Run 1, the metal 2 layer:
Cells faint in the background.
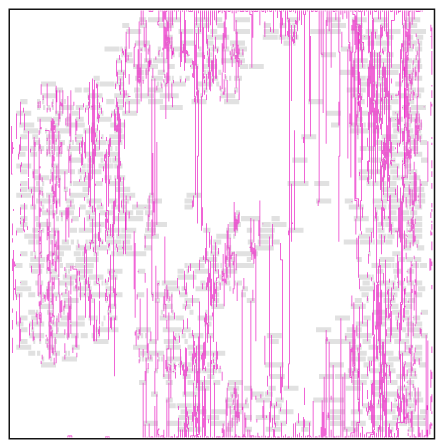
Run 1, routing congestion map:
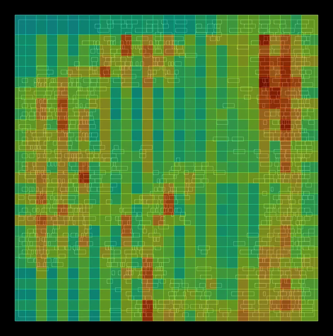
Run 1, port wiring:
The bar under the picture is 50 um long.
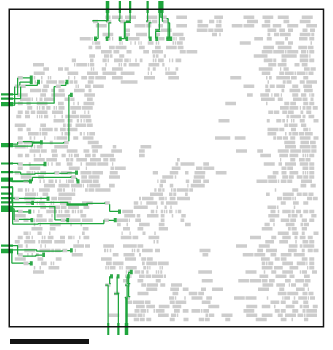
Run 1, sequential cells coloured by netlist name:
Other sequential cells in the stronger grey, the rest of the logic in the fainter grey.
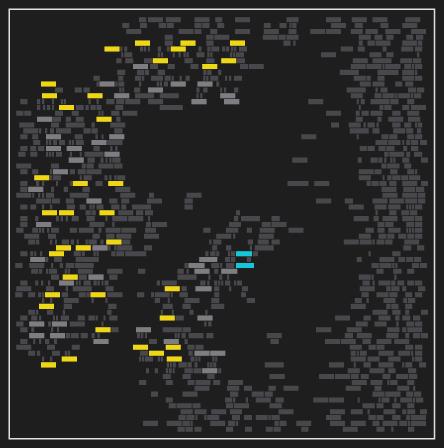
$ cat src/rtl/ahb_arb2.sv
// Two-master to one-slave AHB-Lite arbiter with pending-request capture and
// overlapped address/data phases (single transfers only, no bursts).
module ahb_arb2 #(
  parameter bit RR_EN = 1'b1
) (
  input  logic        clk,
  input  logic        rst,
  input  logic [31:0] m0_haddr,
  input  logic [1:0]  m0_htrans,
  input  logic        m0_hwrite,
  input  logic [2:0]  m0_hsize,
  input  logic [63:0] m0_hwdata,
  output logic        m0_hready,
  output logic [63:0] m0_hrdata,
  output logic        m0_hresp,
  input  logic [31:0] m1_haddr,
  input  logic [1:0]  m1_htrans,
  input  logic        m1_hwrite,
  input  logic [2:0]  m1_hsize,
  input  logic [63:0] m1_hwdata,
  output logic        m1_hready,
  output logic [63:0] m1_hrdata,
  output logic        m1_hresp,
  output logic [31:0] s_haddr,
  output logic [1:0]  s_htrans,
  output logic        s_hwrite,
  output logic [2:0]  s_hsize,
  output logic [63:0] s_hwdata,
  input  logic [63:0] s_hrdata,
  input  logic        s_hready,
  input  logic        s_hresp
);

  localparam int unsigned ADDR_W = 32;
  localparam int unsigned DATA_W = 64;
  localparam int unsigned SIZE_W = 3;
  localparam logic [1:0]  HT_IDLE   = 2'b00;
  localparam logic [1:0]  HT_NONSEQ = 2'b10;

  typedef struct packed {
    logic [ADDR_W-1:0] addr;
    logic              write;
    logic [SIZE_W-1:0] size;
  } pend_t;

  typedef enum logic [1:0] {
    OWN_NONE = 2'd0,
    OWN_M0   = 2'd1,
    OWN_M1   = 2'd2
  } own_e;

  pend_t p0_q, p1_q, sel_p;
  logic  p0_v, p1_v;
  own_e  dp_owner;
  logic  lock_q, sel_q, last_grant;
  logic  sel_c, accept_c, err_first_c, cap0_c, cap1_c;
  logic  unused_htrans;

  assign unused_htrans = ^{m0_htrans[0], m1_htrans[0]};

  // Address-phase master: held while a stalled NONSEQ is on the bus
  always_comb begin
    sel_c = 1'b0;
    if (lock_q)
      sel_c = sel_q;
    else if (p0_v && p1_v)
      sel_c = RR_EN ? ~last_grant : 1'b1;
    else if (p1_v)
      sel_c = 1'b1;
  end

  // First error cycle forces IDLE so the retained pending is reissued later
  assign err_first_c = s_hresp && !s_hready;
  assign sel_p       = sel_c ? p1_q : p0_q;
  assign s_htrans    = ((p0_v || p1_v) && !err_first_c) ? HT_NONSEQ : HT_IDLE;
  assign s_haddr     = sel_p.addr;
  assign s_hwrite    = sel_p.write;
  assign s_hsize     = sel_p.size;
  assign accept_c    = s_htrans[1] && s_hready;

  assign m0_hready = (!p0_v && (dp_owner != OWN_M0)) || ((dp_owner == OWN_M0) && s_hready);
  assign m1_hready = (!p1_v && (dp_owner != OWN_M1)) || ((dp_owner == OWN_M1) && s_hready);
  assign m0_hresp  = (dp_owner == OWN_M0) && s_hresp;
  assign m1_hresp  = (dp_owner == OWN_M1) && s_hresp;
  assign m0_hrdata = s_hrdata;
  assign m1_hrdata = s_hrdata;
  assign cap0_c    = m0_htrans[1] && m0_hready;
  assign cap1_c    = m1_htrans[1] && m1_hready;

  always_comb begin
    s_hwdata = DATA_W'(0);
    case (dp_owner)
      OWN_M0:  s_hwdata = m0_hwdata;
      OWN_M1:  s_hwdata = m1_hwdata;
      default: s_hwdata = DATA_W'(0);
    endcase
  end

  // Clear-on-accept precedes capture so a completing master can requeue at once
  always_ff @(posedge clk) begin
    if (rst) begin
      p0_v       <= 1'b0;
      p1_v       <= 1'b0;
      p0_q       <= '0;
      p1_q       <= '0;
      dp_owner   <= OWN_NONE;
      lock_q     <= 1'b0;
      sel_q      <= 1'b0;
      last_grant <= 1'b1;
    end else begin
      lock_q <= s_htrans[1] && !s_hready;
      sel_q  <= sel_c;
      if (accept_c) begin
        dp_owner   <= sel_c ? OWN_M1 : OWN_M0;
        last_grant <= sel_c;
        if (sel_c) p1_v <= 1'b0;
        else       p0_v <= 1'b0;
      end else if (s_hready) begin
        dp_owner <= OWN_NONE;
      end
      if (cap0_c) begin
        p0_v <= 1'b1;
        p0_q <= '{addr: m0_haddr, write: m0_hwrite, size: m0_hsize};
      end
      if (cap1_c) begin
        p1_v <= 1'b1;
        p1_q <= '{addr: m1_haddr, write: m1_hwrite, size: m1_hsize};
      end
    end
  end

endmodule

$ cat config.mk
export PLATFORM = sky130hd
export DESIGN_NAME = ahb_arb2
export DESIGN_NICKNAME = d
export VERILOG_FILES = /design/src/rtl/ahb_arb2.sv
export SDC_FILE = /design/constraint.sdc
export NUM_CORES = 1
export LEC_CHECK = 0
export ABC_AREA = 1
export CAP_MARGIN = 20
export CORE_AREA = 2 2 195 197
export DETAILED_ROUTE_END_ITERATION = 8
export DIE_AREA = 0 0 197 199
export PLACE_DENSITY = 0.41
export SYNTH_ARGS = -nofsm -noshare
export SYNTH_HDL_FRONTEND = slang
export SYNTH_SLANG_ARGS = --single-unit
$ cat constraint.sdc
create_clock -name clk -period 1.8 [get_ports clk]
set_input_delay 0.36 -clock clk [delete_from_list [all_inputs] [get_ports clk]]
set_output_delay 0.36 -clock clk [all_outputs]
set_load 0.05 [all_outputs]
==> reports/qor.yml, run 1 <==
outcome: "finished with violations"
violations: "setup timing"
cts_tree: "built"
cpLargestDelayFamily: "buffers and inverters"
antenna_left: 0
min_period_ps: 2069
synth-edff-count: 0
vias: 5918
total_power_mw: 8.627
flop_cell: "dfxtp_1"
crit_end: "s_hwdata[9]"
top_logic_kind: "simple AND/OR/NAND/NOR gates"
aoi_share_pct: 14.11
setup_ws_ps: -269.3
coreArea_sq_um: 37130
slew_viol_final: 0
finalSetupViolCount: 103
overflow: 0
cp_cell_sequence: "inv_2 > ha_4 > buf_12 > buf_12 > clkbuf_16 > nand2_2 > a21oi_4 > buf_12"
drtIter0Drc: 157
synth_stat.cells: 817
ys_ff: 79
cp-end-kind: "output port"
fin_crit_sh_pct: 115.0
cap_violations: 0
via_per_inst: 3.845
ys_area_sq_um: 5106
die_y_um: 199
final_cells: 1539
startpoint_type: "register"
reg2reg_slack_ps: 70
synthCells: 817
numPortBuffers: 310
xor_share_pct: 0
synth_area_per_cell_sq_um: 6.250
adder_share_pct: 0.4901
grt_start_max_net_pins: 64
-- 'the metal 2 layer' (at the start) --
The layer holds 48% of the routed length. 1094 nets have wire on it. The longest straight run is 160 um. The wires run mostly vertical. The layer carries 13100 um of wire.

-- 'routing congestion map' (at the start) --
met2 Use GR: 22.30%
final core utilization: 33.63%
Top Usage Layer GRT: met2
routing usage on met3: 6.850%
routed len/inst: 17.69 um

-- 'port wiring' (at the start) --
Green stands for `m0_haddr`, direction input, end cells 32, wire 946 um.

-- 'sequential cells coloured by netlist name' (at the start) --
Cyan stands for `dp_owner`, sequential cells 2. Yellow stands for `p0_q`, sequential cells 36.

## run 1: power breakdown
part / switching [mW] / internal, mW
clock network: 0.770 / 1.26
registers: 0.168 / 1.95
logic: 2.27 / 2.21
total: 3.21 / 5.42
## run 1: area by class of cell
class / count / area (sq um) / share of cell area (%)
Sequential cell: 79 / 1594 / 12.76
Clock buffer: 10 / 239.0 / 1.914
Timing Repair Buffer: 410 / 5664 / 45.36
Clock inverter: 6 / 92.59 / 0.7414
Inverter: 11 / 67.56 / 0.5410
Multi-Input combinational cell: 548 / 4235 / 33.91
Antenna cell: 1 / 2.502 / 0.02004
Tap cell: 474 / 593.1 / 4.749
## run 1: state kept, by name, summed over array words and instances, names as in the netlist
register	cells
p0_v	1
sel_q	1
p0_q	36
lock_q	1
p1_v	1
last_grant	1
p1_q	36
dp_owner	2
==> run 2: changes to the inputs <==
--- a/config.mk
+++ b/config.mk
@@ -7,10 +7,12 @@
 export LEC_CHECK = 0
 export ABC_AREA = 1
 export CAP_MARGIN = 20
-export CORE_AREA = 2 2 195 197
+export CELL_PAD_IN_SITES_DETAIL_PLACEMENT = 0
+export CELL_PAD_IN_SITES_GLOBAL_PLACEMENT = 1
+export CORE_AREA = 2 2 199 201
 export DETAILED_ROUTE_END_ITERATION = 8
-export DIE_AREA = 0 0 197 199
-export PLACE_DENSITY = 0.41
+export DIE_AREA = 0 0 201 203
+export PLACE_DENSITY = 0.6
 export SYNTH_ARGS = -nofsm -noshare
 export SYNTH_HDL_FRONTEND = slang
 export SYNTH_SLANG_ARGS = --single-unit
==> reports/qor.yml, run 2 <==
min_period_ps: 2065
largestRegisters: "p0_q (36), p1_q (36), dp_owner (2)"
overflow: 0
vias: 6031
pg_clk_mw: 1.95
numPortBuffers: 310
total_power_mw: 8.611
pwr-share-clk_pct: 22.7
busiest_layer: "met2"
synth-edff-count: 0
use_met3_pct: 6.003
setup_ws_ps: -264.9
cap_violations: 0
synthCells: 817
coreArea_sq_um: 38470
synth_area_per_cell_sq_um: 6.250
drtIter0Drc: 218
finalSetupViolCount: 114
outcome: "finished with violations"
grt_start_max_net_pins: 52
cts_tree: "built"
violations: "setup timing"
antenna_left: 0
## run 2: area by class of cell
cell class / instances / area, sq um
Fill cell: 4057 / 26310
Tap cell: 518 / 648.1
Multi-Input combinational cell: 549 / 4110
Sequential cell: 79 / 1589
Timing Repair Buffer: 401 / 5424
Inverter: 11 / 68.82
Clock buffer: 11 / 252.7
Clock inverter: 5 / 63.81
## run 2: cell families (layout without fill, tap and decap cells)
logic type | Yosys count | count (layout) | share of synthesized area (%)
compound gates | 142 | 142 | 14.11
fa+ha+maj | 2 | 2 | 0.4900
buf+inv | 190 | 428 | 24.53
flops | 79 | 79 | 30.97
other cells | 1 | 1 | 0.07344
simple gates | 403 | 404 | 29.82
## run 2: critical path, delay by kind of cell, from the launching register on
kind	cells	cell delay, ps
buf+inv	4	540
flops	1	360
fa+ha+maj	1	290
compound gates	1	170
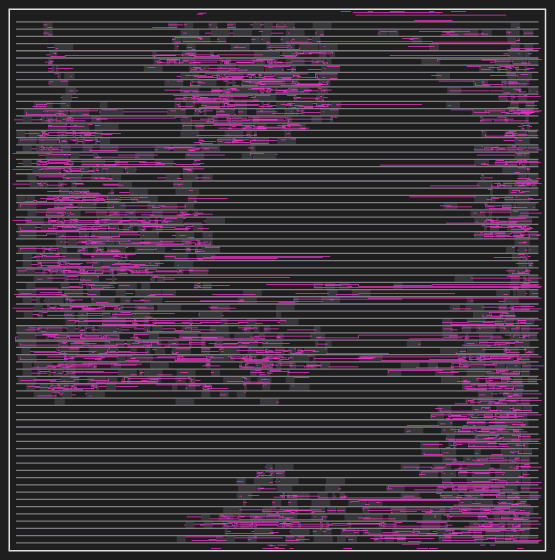
Run 2: the metal 1 layer
Supply wires on this layer in grey. Cells faint in the background.
The wires run mostly horizontal. The layer carries 11100 um of wire. The layer holds 40% of the routed length. The longest straight run is 85.1 um. 1088 nets have wire on it.

==> run 3: changes to the inputs <==
==> constraint.sdc (replaced) <==
create_clock -name clk -period 2.3 [get_ports clk]
set_input_delay 0.46 -clock clk [delete_from_list [all_inputs] [get_ports clk]]
set_output_delay 0.46 -clock clk [all_outputs]
set_load 0.05 [all_outputs]
==> reports/qor.yml, run 3 <==
synth_stat.cells: 817
synth-edff-count: 0
fin_crit_sh_pct: 97.49
die_y_um: 203
cp_cell_sequence: "inv_2 > ha_4 > clkbuf_16 > a21oi_1 > buf_12"
synthCells: 817
insertedDiodeCount: 1
outcome: "completed"
ys_sh_mux_pct: 0
adder_share_pct: 0.4901
startpoint_type: "register"
dominant_cells: "buffers"
logic_area_sq_um: 2591
crit_end: "s_hwdata[36]"
seq_power_share_pct: 27.4
swShare_pct: 35.46
power.internal_mw: 3.774
simple_gate_share_pct: 29.82
n_all_inverters: 11
cpLargestDelayFamily: "buffers and inverters"
seq_area_sq_um: 1584
grt_start_max_net_pins: 65
final_cells: 1526
flops: 79
antenna_left: 0
power_leader: "combinational cells"
powerComb_mw: 2.55
cap_violations: 0
via_per_inst: 3.748
xor_share_pct: 0
-- run 3: cell count changes in the layout (fill, tap and decap cells not counted), sizes merged, moves of 2 or more --
cell	previous run	this run
bufinv	1	3
clkbuf	22	16
clkinv	3	5
buf	185	141
-- run 3: timing repair --
item / in CTS / in global routing
pin swaps: 1 / 9
gates resized: 16 / 66
setup endpoints to repair: 63 / 64
setup buffers: 0 / 4
cloned: 0 / 8
-- run 3: per-layer routing --
metal / track usage [%] / share of wire, % / vias up
li1: - / - / 2803
met1: 14.09 / 40 / 2547
met2: 20.27 / 48 / 337
met3: 5.907 / 10 / 30
met4: 3.545 / 1.8 / 2
met5: 0.8333 / 0.16 / -
-- run 3: worst min-delay path, delay by kind of cell (launching register included) --
family | cells | cell delay (ps)
DFF | 1 | 330
and+or+nand+nor | 2 | 110
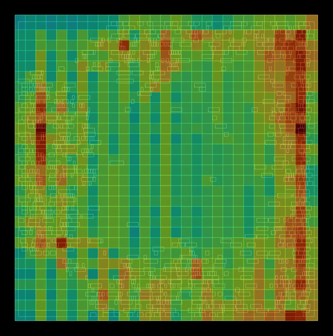
Run 3: routing congestion map
routed len/inst: 18.09 um
GRT Total Usage: 12.31%
met2 Use GR: 20.27%
final core utilization: 26.01%
met1 usage: 14.09%

Power figures rest on the tool's default switching activity, not on a simulated workload.
